==> config.mk <==
export PLATFORM = sky130hd
export DESIGN_NAME = life_board_scan_ctrl
export DESIGN_NICKNAME = d
export VERILOG_FILES = /design/src/rtl/life_board_scan_ctrl.sv
export SDC_FILE = /design/constraint.sdc
export NUM_CORES = 1
export LEC_CHECK = 0
export CORE_MARGIN = 4
export CORE_UTILIZATION = 35
export DETAILED_ROUTE_END_ITERATION = 10
export PLACE_DENSITY = 0.72
export SKIP_LAST_GASP = 1
export SYNTH_ARGS = -nofsm -noshare
export SYNTH_HDL_FRONTEND = slang
export SYNTH_SLANG_ARGS = --single-unit
==> constraint.sdc <==
create_clock -name clk -period 2.7 [get_ports clk]
set_clock_uncertainty 0.2 [all_clocks]
set_input_delay 0.54 -clock clk [delete_from_list [all_inputs] [get_ports clk]]
set_output_delay 0.54 -clock clk [all_outputs]
set_load 0.02 [all_outputs]
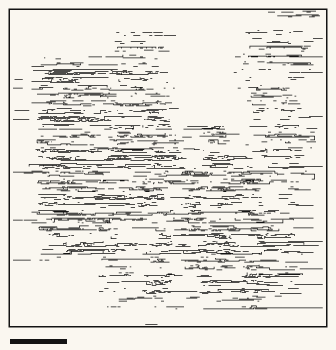
(images/met1.png)
Bar = 20 um.
main direction: horizontal
longest straight run: 25.8 um
nets with wire on the layer: 646
total via count in the routed design: 3904
global-route met1 utilization: 19.2%

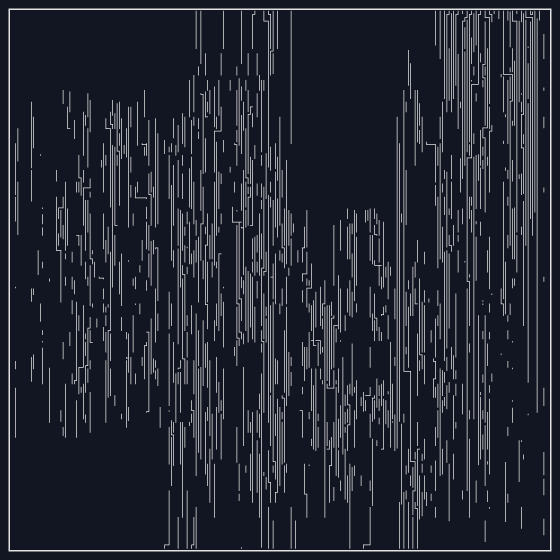
(images/met2.png)
longest straight run: 80.2 um
wire length on this layer: 6260 um
met2 global-route usage: 37.8%
final WL: 12.0 mm

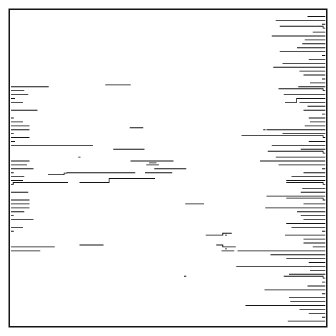
(images/met3.png)
longest straight run: 30.7 um
main direction: horizontal
share of all routed wire: 10%
met3 Resource Use GR: 6.12%

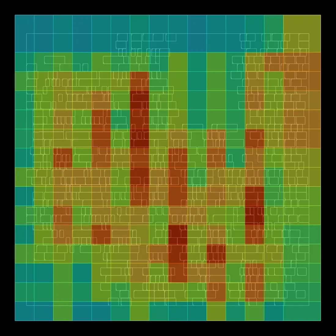
(images/final_congestion.png)
most utilized layer in the global route result: met2
GRT Resource Usage Total: 19.4%
Util after Layout: 57.7%

==> out/qor.json <==
{
  "run_status": {"value": "finished with violations"},
  "failing_checks": {"value": "negative setup slack"},
  "synth_nets": {"value": 573},
  "via_per_inst": {"value": 4.97},
  "dpl.hpwl": {"value": 9.69, "unit": "mm"},
  "total_power": {"value": 2380, "unit": "uW"},
  "max-vdd-ir-drop": {"value": 0.000320, "unit": "V"},
  "flip_flop_and_latch_count": {"value": 69},
  "max_stage_delay": {"value": 490, "unit": "ps"},
  "io_pins": {"value": 162},
  "area.share.sequential": {"value": 24.0, "unit": "%"},
  "pg_comb": {"value": 366, "unit": "uW"},
  "seq_cell_power": {"value": 1060, "unit": "uW"},
  "die_w": {"value": 110, "unit": "um"},
  "clockRootBuffer": {"value": "sky130_fd_sc_hd__clkbuf_8"},
  "timing.critical_path.fanout_max": {"value": 6},
  "grt_antenna_before_repair": {"value": 1},
  "crit_required": {"value": 1960, "unit": "ps"},
  "finalCritPeriodShare": {"value": 106, "unit": "%"},
  "crit_path_time_final": {"value": 2870, "unit": "ps"},
  "finish.instance_area": {"value": 5750, "unit": "sq um"},
  "area.share.combinational": {"value": 36.7, "unit": "%"},
  "internal_power": {"value": 1790, "unit": "uW"},
  "path_buffers": {"value": 3},
  "timing.final.setup_violations": {"value": 1},
  "ys_sh_simple": {"value": 29.6, "unit": "%"},
  "worst_slack": {"value": -169, "unit": "ps"},
  "cell_type_with_the_largest_total_area": {"value": "sky130_fd_sc_hd__dfxtp_1"},
  "taps": {"value": 133},
  "rrSetupSlack": {"value": 380, "unit": "ps"},
  "fill_cells": {"value": 900},
  "synth_seq_share": {"value": 37.9, "unit": "%"},
  "maxSlewViolCount": {"value": 0},
  "globalRoute.totalOverflow": {"value": 0},
  "nClkBuffers": {"value": 11},
  "sw_frac_of_total": {"value": 24.7, "unit": "%"},
  "placementRows": {"value": 36},
  "layout.area.top_class": {"value": "multi-input combinational cells"},
  "worst_setup_hold_path_clk_slew": {"value": 70, "unit": "ps"},
  "sequential_cell_area": {"value": 1380, "unit": "sq um"},
  "unrepaired_setup_endpoints_after_global_routing": {"value": "yes"},
  "dp.cells": {"value": 769},
  "ys_chip_area": {"value": 3640, "unit": "sq um"},
  "multiInputGateArea": {"value": 2110, "unit": "sq um"},
  "detail_route.drc_violations": {"value": 0},
  "drt-wirelength-per-cell": {"value": 15.3, "unit": "um"},
  "cts.hold.buffers_added": {"value": 0},
  "cts-buffers-inserted": {"value": 9},
  "post_synth_most_frequent_cells": {"value": "sky130_fd_sc_hd__nand2_1 (99), sky130_fd_sc_hd__dfxtp_1 (69), sky130_fd_sc_hd__a21oi_1 (63), sky130_fd_sc_hd__and2_1 (47), sky130_fd_sc_hd__nor2_1 (34)"},
  "synth.yosys.warnings": {"value": 0},
  "amount_of_wire_on_met2_after_detailed_routing": {"value": 6.26, "unit": "mm"},
  "antenna_left": {"value": 0},
  "clock_insertion_delay_worst_skew": {"value": 350, "unit": "ps"},
  "final_layout_top_logic_cells": {"value": "sky130_fd_sc_hd__clkdlybuf4s50_1 (104), sky130_fd_sc_hd__nand2_1 (99), sky130_fd_sc_hd__dfxtp_1 (69)"},
  "critical-path-slowest-cell": {"value": "sky130_fd_sc_hd__mux4_2"},
  "lay_top_count": {"value": "sky130_fd_sc_hd__clkdlybuf4s50_1"},
  "tool_warnings": {"value": 33},
  "netlist-cell-type-count": {"value": 49},
  "cts_setup_buffers": {"value": 0},
  "highest-signal-layer": {"value": "met4"},
  "synthesis.instances": {"value": 474},
  "core_region_area": {"value": 9950, "unit": "sq um"},
  "htree_num_levels": {"value": 3},
  "portBuffers": {"value": 161},
  "drtIter0Drc": {"value": 166},
  "largestPowerGroup": {"value": "registers"},
  "first_pass_iters": {"value": 4},
  "cp-end-kind": {"value": "primary output"},
  "power_frac_seq": {"value": 44.4, "unit": "%"}
}
No activity file was given, so power comes from the tool's default toggle rates.
